`src/rtl/display_timing_pkg.sv`:
```
// Shared timing types, standard video modes and width helpers for the raster generator.
package display_timing_pkg;

  // One axis of a raster: region lengths plus the asserted sync level.
  typedef struct packed {
    int unsigned active;
    int unsigned fp;
    int unsigned sync;
    int unsigned bp;
    logic        pol;
  } timing_t;

  // A complete video mode, one timing_t per axis.
  typedef struct packed {
    timing_t h;
    timing_t v;
  } mode_t;

  localparam mode_t TIMING_480P60 = '{
    h: '{active: 640,  fp: 16,  sync: 96, bp: 48,  pol: 1'b0},
    v: '{active: 480,  fp: 10,  sync: 2,  bp: 33,  pol: 1'b0}
  };

  localparam mode_t TIMING_720P60 = '{
    h: '{active: 1280, fp: 110, sync: 40, bp: 220, pol: 1'b1},
    v: '{active: 720,  fp: 5,   sync: 5,  bp: 20,  pol: 1'b1}
  };

  // Total length of one axis (pixels per line or lines per frame).
  function automatic int unsigned total(timing_t t);
    return t.active + t.fp + t.sync + t.bp;
  endfunction

  // Counter width for values 0..n-1, never narrower than one bit.
  function automatic int unsigned cnt_width(int unsigned n);
    return (n > 1) ? $clog2(n) : 1;
  endfunction

endpackage

```
`src/rtl/display_timing_axis.sv`:
```
// One raster axis: wrapping counter plus sync/blank/coordinate decode of the next count.
module timing_axis
  import display_timing_pkg::*;
#(
  parameter int ACTIVE = 640,
  parameter int FP     = 16,
  parameter int SYNC   = 96,
  parameter int BP     = 48,
  parameter bit POL    = 1'b0,
  localparam timing_t CFG = '{active: unsigned'(ACTIVE), fp: unsigned'(FP),
                              sync: unsigned'(SYNC), bp: unsigned'(BP), pol: POL},
  localparam int unsigned TOTAL = total(CFG),
  localparam int unsigned W     = cnt_width(TOTAL),
  localparam int unsigned PW    = cnt_width(CFG.active)
) (
  input  logic          clk,
  input  logic          rst_n,
  input  logic          step_i,
  output logic [W-1:0]  cnt_o,
  output logic          next_sync_c,
  output logic          next_blank_c,
  output logic [PW-1:0] next_pos_c,
  output logic          wrap_c
);

  localparam int unsigned START = CFG.sync + CFG.bp;
  localparam int unsigned STOP  = START + CFG.active;

  // Sync and active lengths must be nonzero; porches may be zero but not negative.
  if (SYNC <= 0 || ACTIVE <= 0 || FP < 0 || BP < 0) begin : g_bad_params
    $error("timing_axis: SYNC/ACTIVE must be > 0 and porches >= 0");
  end

  logic [W-1:0] cnt_q, cnt_d;
  logic [31:0]  cnt_ext;
  logic [W-1:0] offset;
  logic         active;

  // Next count: advance on step, wrap to zero after the last position.
  always_comb begin
    cnt_d  = cnt_q;
    wrap_c = 1'b0;
    if (step_i) begin
      if (cnt_q == W'(TOTAL - 1)) begin
        cnt_d  = '0;
        wrap_c = 1'b1;
      end else begin
        cnt_d = cnt_q + W'(1);
      end
    end
  end

  // Counter register.
  always_ff @(posedge clk or negedge rst_n) begin
    if (!rst_n) cnt_q <= '0;
    else        cnt_q <= cnt_d;
  end

  // Decode from the next count so registered outputs line up with the counter.
  always_comb begin
    cnt_ext      = 32'(cnt_d);
    active       = (cnt_ext >= START) && (cnt_ext < STOP);
    offset       = cnt_d - W'(START);
    next_sync_c  = (cnt_ext < CFG.sync) ? POL : ~POL;
    next_blank_c = ~active;
    next_pos_c   = active ? PW'(offset) : '0;
  end

  assign cnt_o = cnt_q;

endmodule

```
`src/rtl/display_timing.sv`:
```
// Parametrised raster timing generator stepped by a pixel-rate clock enable.
module display_timing
  import display_timing_pkg::*;
#(
  parameter int H_ACTIVE   = int'(TIMING_480P60.h.active),
  parameter int H_FP       = int'(TIMING_480P60.h.fp),
  parameter int H_SYNC     = int'(TIMING_480P60.h.sync),
  parameter int H_BP       = int'(TIMING_480P60.h.bp),
  parameter int V_ACTIVE   = int'(TIMING_480P60.v.active),
  parameter int V_FP       = int'(TIMING_480P60.v.fp),
  parameter int V_SYNC     = int'(TIMING_480P60.v.sync),
  parameter int V_BP       = int'(TIMING_480P60.v.bp),
  parameter bit H_SYNC_POL = TIMING_480P60.h.pol,
  parameter bit V_SYNC_POL = TIMING_480P60.v.pol,
  localparam int unsigned HW = cnt_width(unsigned'(H_ACTIVE + H_FP + H_SYNC + H_BP)),
  localparam int unsigned VW = cnt_width(unsigned'(V_ACTIVE + V_FP + V_SYNC + V_BP)),
  localparam int unsigned XW = cnt_width(unsigned'(H_ACTIVE)),
  localparam int unsigned YW = cnt_width(unsigned'(V_ACTIVE))
) (
  input  logic          clk,
  input  logic          rst,
  input  logic          pix_en,
  output logic [HW-1:0] h_cnt,
  output logic [VW-1:0] v_cnt,
  output logic [XW-1:0] pos_x,
  output logic [YW-1:0] pos_y,
  output logic          h_sync,
  output logic          v_sync,
  output logic          de,
  output logic          h_blank,
  output logic          v_blank,
  output logic          line_start,
  output logic          frame_start
);

  logic          h_wrap_c, v_wrap_c;
  logic          h_sync_d, v_sync_d, h_blank_d, v_blank_d;
  logic [XW-1:0] pos_x_d;
  logic [YW-1:0] pos_y_d;
  logic          de_d, line_start_d, frame_start_d;

  logic          h_sync_q, v_sync_q, h_blank_q, v_blank_q;
  logic [XW-1:0] pos_x_q;
  logic [YW-1:0] pos_y_q;
  logic          de_q, line_start_q, frame_start_q;

  timing_axis #(
    .ACTIVE(H_ACTIVE), .FP(H_FP), .SYNC(H_SYNC), .BP(H_BP), .POL(H_SYNC_POL)
  ) u_h_axis (
    .clk          (clk),
    .rst_n        (rst),
    .step_i       (pix_en),
    .cnt_o        (h_cnt),
    .next_sync_c  (h_sync_d),
    .next_blank_c (h_blank_d),
    .next_pos_c   (pos_x_d),
    .wrap_c       (h_wrap_c)
  );

  timing_axis #(
    .ACTIVE(V_ACTIVE), .FP(V_FP), .SYNC(V_SYNC), .BP(V_BP), .POL(V_SYNC_POL)
  ) u_v_axis (
    .clk          (clk),
    .rst_n        (rst),
    .step_i       (pix_en & h_wrap_c),
    .cnt_o        (v_cnt),
    .next_sync_c  (v_sync_d),
    .next_blank_c (v_blank_d),
    .next_pos_c   (pos_y_d),
    .wrap_c       (v_wrap_c)
  );

  // Data enable and wrap strobes derived from the next-count decode.
  always_comb begin
    de_d          = ~h_blank_d & ~v_blank_d;
    line_start_d  = h_wrap_c;
    frame_start_d = h_wrap_c & v_wrap_c;
  end

  // Output registers; levels hold naturally while pix_en is low.
  always_ff @(posedge clk or negedge rst) begin
    if (!rst) begin
      h_sync_q      <= H_SYNC_POL;
      v_sync_q      <= V_SYNC_POL;
      h_blank_q     <= 1'b1;
      v_blank_q     <= 1'b1;
      pos_x_q       <= '0;
      pos_y_q       <= '0;
      de_q          <= 1'b0;
      line_start_q  <= 1'b0;
      frame_start_q <= 1'b0;
    end else begin
      h_sync_q      <= h_sync_d;
      v_sync_q      <= v_sync_d;
      h_blank_q     <= h_blank_d;
      v_blank_q     <= v_blank_d;
      pos_x_q       <= pos_x_d;
      pos_y_q       <= pos_y_d;
      de_q          <= de_d;
      line_start_q  <= line_start_d;
      frame_start_q <= frame_start_d;
    end
  end

  assign h_sync      = h_sync_q;
  assign v_sync      = v_sync_q;
  assign h_blank     = h_blank_q;
  assign v_blank     = v_blank_q;
  assign pos_x       = pos_x_q;
  assign pos_y       = pos_y_q;
  assign de          = de_q;
  assign line_start  = line_start_q;
  assign frame_start = frame_start_q;

endmodule

```
`config.mk`:
```
export PLATFORM = sky130hd
export DESIGN_NAME = display_timing
export DESIGN_NICKNAME = d
export VERILOG_FILES = /design/src/rtl/display_timing_pkg.sv /design/src/rtl/display_timing_axis.sv /design/src/rtl/display_timing.sv
export SDC_FILE = /design/constraint.sdc
export NUM_CORES = 1
export LEC_CHECK = 0
export ABC_AREA = 1
export CAP_MARGIN = 10
export CORE_ASPECT_RATIO = 2
export CORE_MARGIN = 3
export CORE_UTILIZATION = 45
export DETAILED_ROUTE_END_ITERATION = 12
export PLACE_DENSITY = 0.78
export SLEW_MARGIN = 10
export SYNTH_ARGS = -nofsm -noshare
export SYNTH_HDL_FRONTEND = slang
export SYNTH_SLANG_ARGS = --single-unit
```
`constraint.sdc`:
```
create_clock -name clk -period 3.5 [get_ports clk]
set_clock_uncertainty 0.2 [all_clocks]
set_input_delay 0.7 -clock clk [delete_from_list [all_inputs] [get_ports clk]]
set_output_delay 0.7 -clock clk [all_outputs]
set_load 0.01 [all_outputs]
```
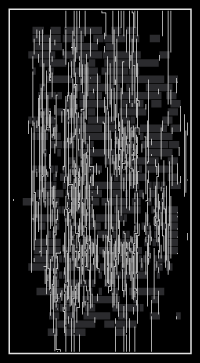
Figure 1: run 1, M2 wires.
Scale: 3 px per um. Cells faint in the background.
share of all routed wire: 59%
main direction: vertical
detailed-route wire length: 6480 um
vias after detailed routing: 2352
met2 Usage GRT: 0.389

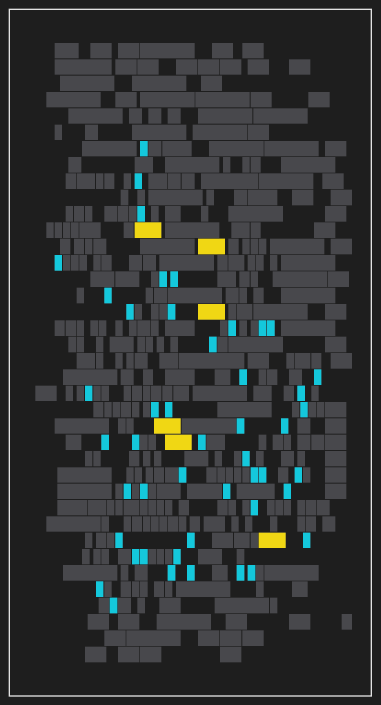
Figure 2: run 1, gate-type map.
Scale: 6 px per um.
| family | colour | cells | most used |
|---|---|---|---|
| inv cells | cyan | 47 | inv_1 |
| fa/ha/maj cells | yellow | 6 | ha_1 |

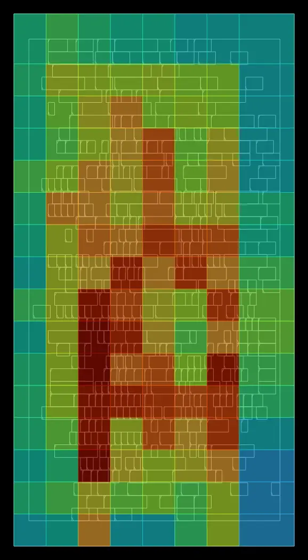
Figure 3: run 1, congestion heat map.
fin util: 0.591
GRT met1 Usage: 0.190
met3 layer usage reported by global route: 0.0327
global-route total usage across every layer: 0.208
WL/cell: 14.2 um

==> flow_summary.yaml, run 1 <==
# physical design summary
synth:
  synth_largest_type_area_fraction: 0.418
  synth_flops: 46
  synth-edff-count: 0
  synth-warning-count: 0
  ys_sh_xor: 0.0266
route:
  detail-route-antenna-nets: 0
outcome:
  run_status: "complete, no violations"
finish:
  syn2layout_area_growth_pct: 24.7
  layout-drive-gt1-share: 0.134
  layout_top_cell: "sky130_fd_sc_hd__nand2_1"
  logic_gates: 241
  nonClkBufAreaFrac: 0.158
  number_of_antenna_diodes: 0
  num-clock-buffers: 5
clock_tree:
  postCtsSetupBuffers: 0
sta:
  maximum_clock_rate_mhz: 334
  slew-limit-headroom: 0.342
  rsz0062_at_grt: "false"
  setup_viol: 0
  final_hold_viol_count: 0
  finalCritPeriodShare: 0.855
setup_path:
  critical_path_start: "pix_en"
  worst_setup_path_end_kind: "flop"
  crit-reg2reg-capture: "pos_y[8]"
  cp.buffers_inverters: 2
  crit_path_cell_trace: "clkdlybuf4s50_1 > nand2_1 > nor2_1 > nand2_1 > xor2_1 > inv_1 > ha_1 > nand2_1 > nand2_1 > nand2_1 > nor2_1 > nand2_1 > nand2_1 > a21oi_1"
global_route:
  antenna_violations_before_repair: 0
power_and_ir_drop:
  post-layout-total-power_mw: 2.09
floorplanning:
  core_um2: 5560
Figure 4. Drive-strength map (run 1).
Scale: 6 px per um.
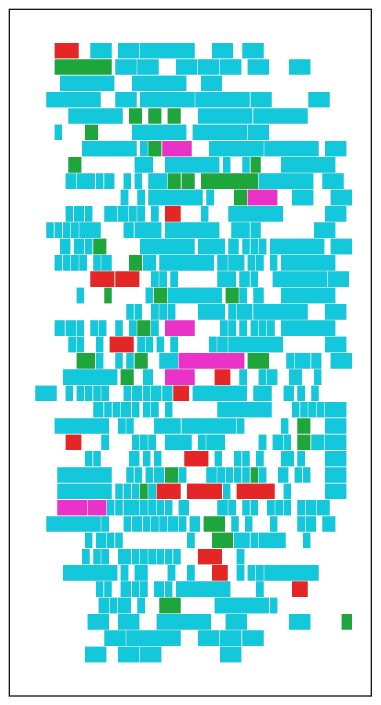

==> run 2: changes to the inputs <==
--- a/config.mk
+++ b/config.mk
@@ -7,10 +7,10 @@
 export LEC_CHECK = 0
 export ABC_AREA = 1
 export CAP_MARGIN = 10
-export CORE_ASPECT_RATIO = 2
 export CORE_MARGIN = 3
 export CORE_UTILIZATION = 45
 export DETAILED_ROUTE_END_ITERATION = 12
+export GPL_ROUTABILITY_DRIVEN = 0
 export PLACE_DENSITY = 0.78
 export SLEW_MARGIN = 10
 export SYNTH_ARGS = -nofsm -noshare
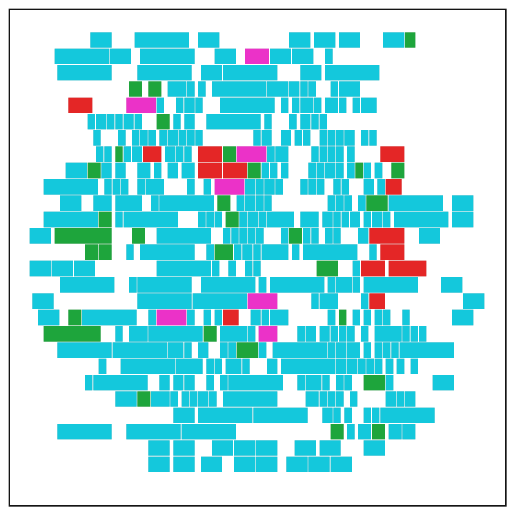
Figure 5: run 2, drive-strength map.
Scale: 6 px per um.
| size | colour | cells | most used |
|---|---|---|---|
| x1 and smaller | cyan | 343 | nand2_1 |
| x3 and x4 | red | 13 | nand2_4 |
| x6 and larger | magenta | 7 | clkbuf_8 |
| x2 | green | 30 | nor2_2 |
Non-CTS buffers: 51
Finished Cell Area: 3260 um^2
final setup slack of the worst path: 0.479 ns
growth of design area from synthesis to finish: 23.9%

==> run 2 against run 1 <==
  * Via count fell by 3.2%
  * Synthesized area did not move
  * Die size fell by 0.82%
  * Sequential power rose by 0.5%
  * Wire length fell by 7.7%
  * Critical endpoint unchanged
  * Largest cell class unchanged
==> flow_summary.yaml, run 2 <==
# physical design summary
clock_tree:
  max-clock-path-buffers: 2
  post_cts.resized_instances: 0
finish:
  nonClkBufAreaFrac: 0.153
  final_util: 0.586
  num-clock-buffers: 5
  layout-drive-gt1-share: 0.127
  seq-cell-share: 0.353
  number_of_antenna_diodes: 0
setup_path:
  worst_path_most_repeated_cell: "sky130_fd_sc_hd__nand2_1"
  reg2regPathDepth: 14
  timing.rr.start: "u_h_axis.cnt_o[0]"
  worst_setup_path_end_kind: "flop"
  cp.buffers_inverters: 2
  crit_path_cell_trace: "clkdlybuf4s50_1 > nand2_1 > nor2_1 > nand2_1 > xor2_1 > inv_1 > ha_1 > nand2_1 > nand2_1 > nand2_1 > nor2_1 > nand2_1 > nand2_1 > a21oi_1"
  critical_path_start: "pix_en"
  crit-reg2reg-capture: "pos_x[8]"
synth:
  synth-edff-count: 0
  synth-warning-count: 0
  main_area_contributors: "sky130_fd_sc_hd__dfrtp_1 (42%), sky130_fd_sc_hd__nand2_1 (14%), sky130_fd_sc_hd__inv_1 (6.3%)"
  yosys.area_share.simple: 0.385
  ys_sh_xor: 0.0266
  synth_largest_type_area_fraction: 0.418
  synth_flops: 46
  mappedNetlistArea_um2: 2640
  synth_top_flop_cell: "sky130_fd_sc_hd__dfrtp_1"
global_route:
  antenna_violations_before_repair: 0
  global_route.peak_usage_layer: "met2"
  global_route_total_usage_across_every_layer: 0.193
  gr-usage-met1: 0.270
  groute.layer.met2.usage: 0.302
  met3_usage: 0.0347
sta:
  maximum_clock_rate_mhz: 331
  final_hold_viol_count: 0
  setup_viol: 0
  finalCritPeriodShare: 0.863
  slew-limit-headroom: 0.342
placement:
  post-place-ws_ns: 0.195
power_and_ir_drop:
  powerDensity_nw_per_um2: 621
  clockPowerShare: 0.172
  power.share.combinational: 0.439
  power.internal_mw: 1.21
  post-layout-total-power_mw: 2.03
outcome:
  run_status: "complete, no violations"
route:
  routedWlPerCell_um: 12.9
  vias: 2276
  detail-route-antenna-nets: 0
  routed_wl_um: 5980
floorplanning:
  core_um2: 5570
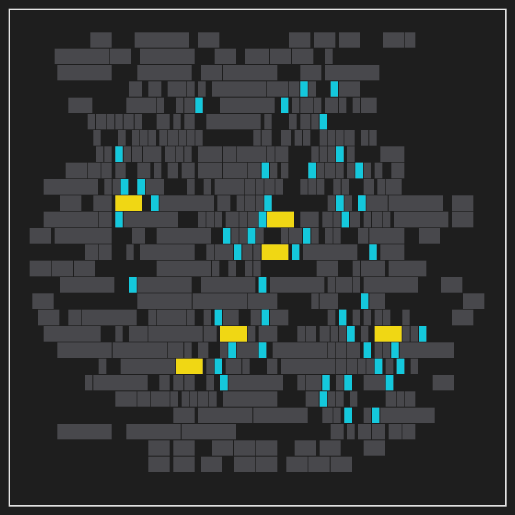
Figure 6: run 2, gate-type map.
Scale: 6 px per um.
| family | colour | cells | most used |
|---|---|---|---|
| fa/ha/maj cells | yellow | 6 | ha_1 |
| inv cells | cyan | 47 | inv_1 |
number of standard cells in the layout, taps in and fillers out: 465
multi-input gate share of the layout cell area: 0.383
Top cell excl fill/tap: sky130_fd_sc_hd__nand2_1

No activity file was given, so power comes from the tool's default toggle rates.
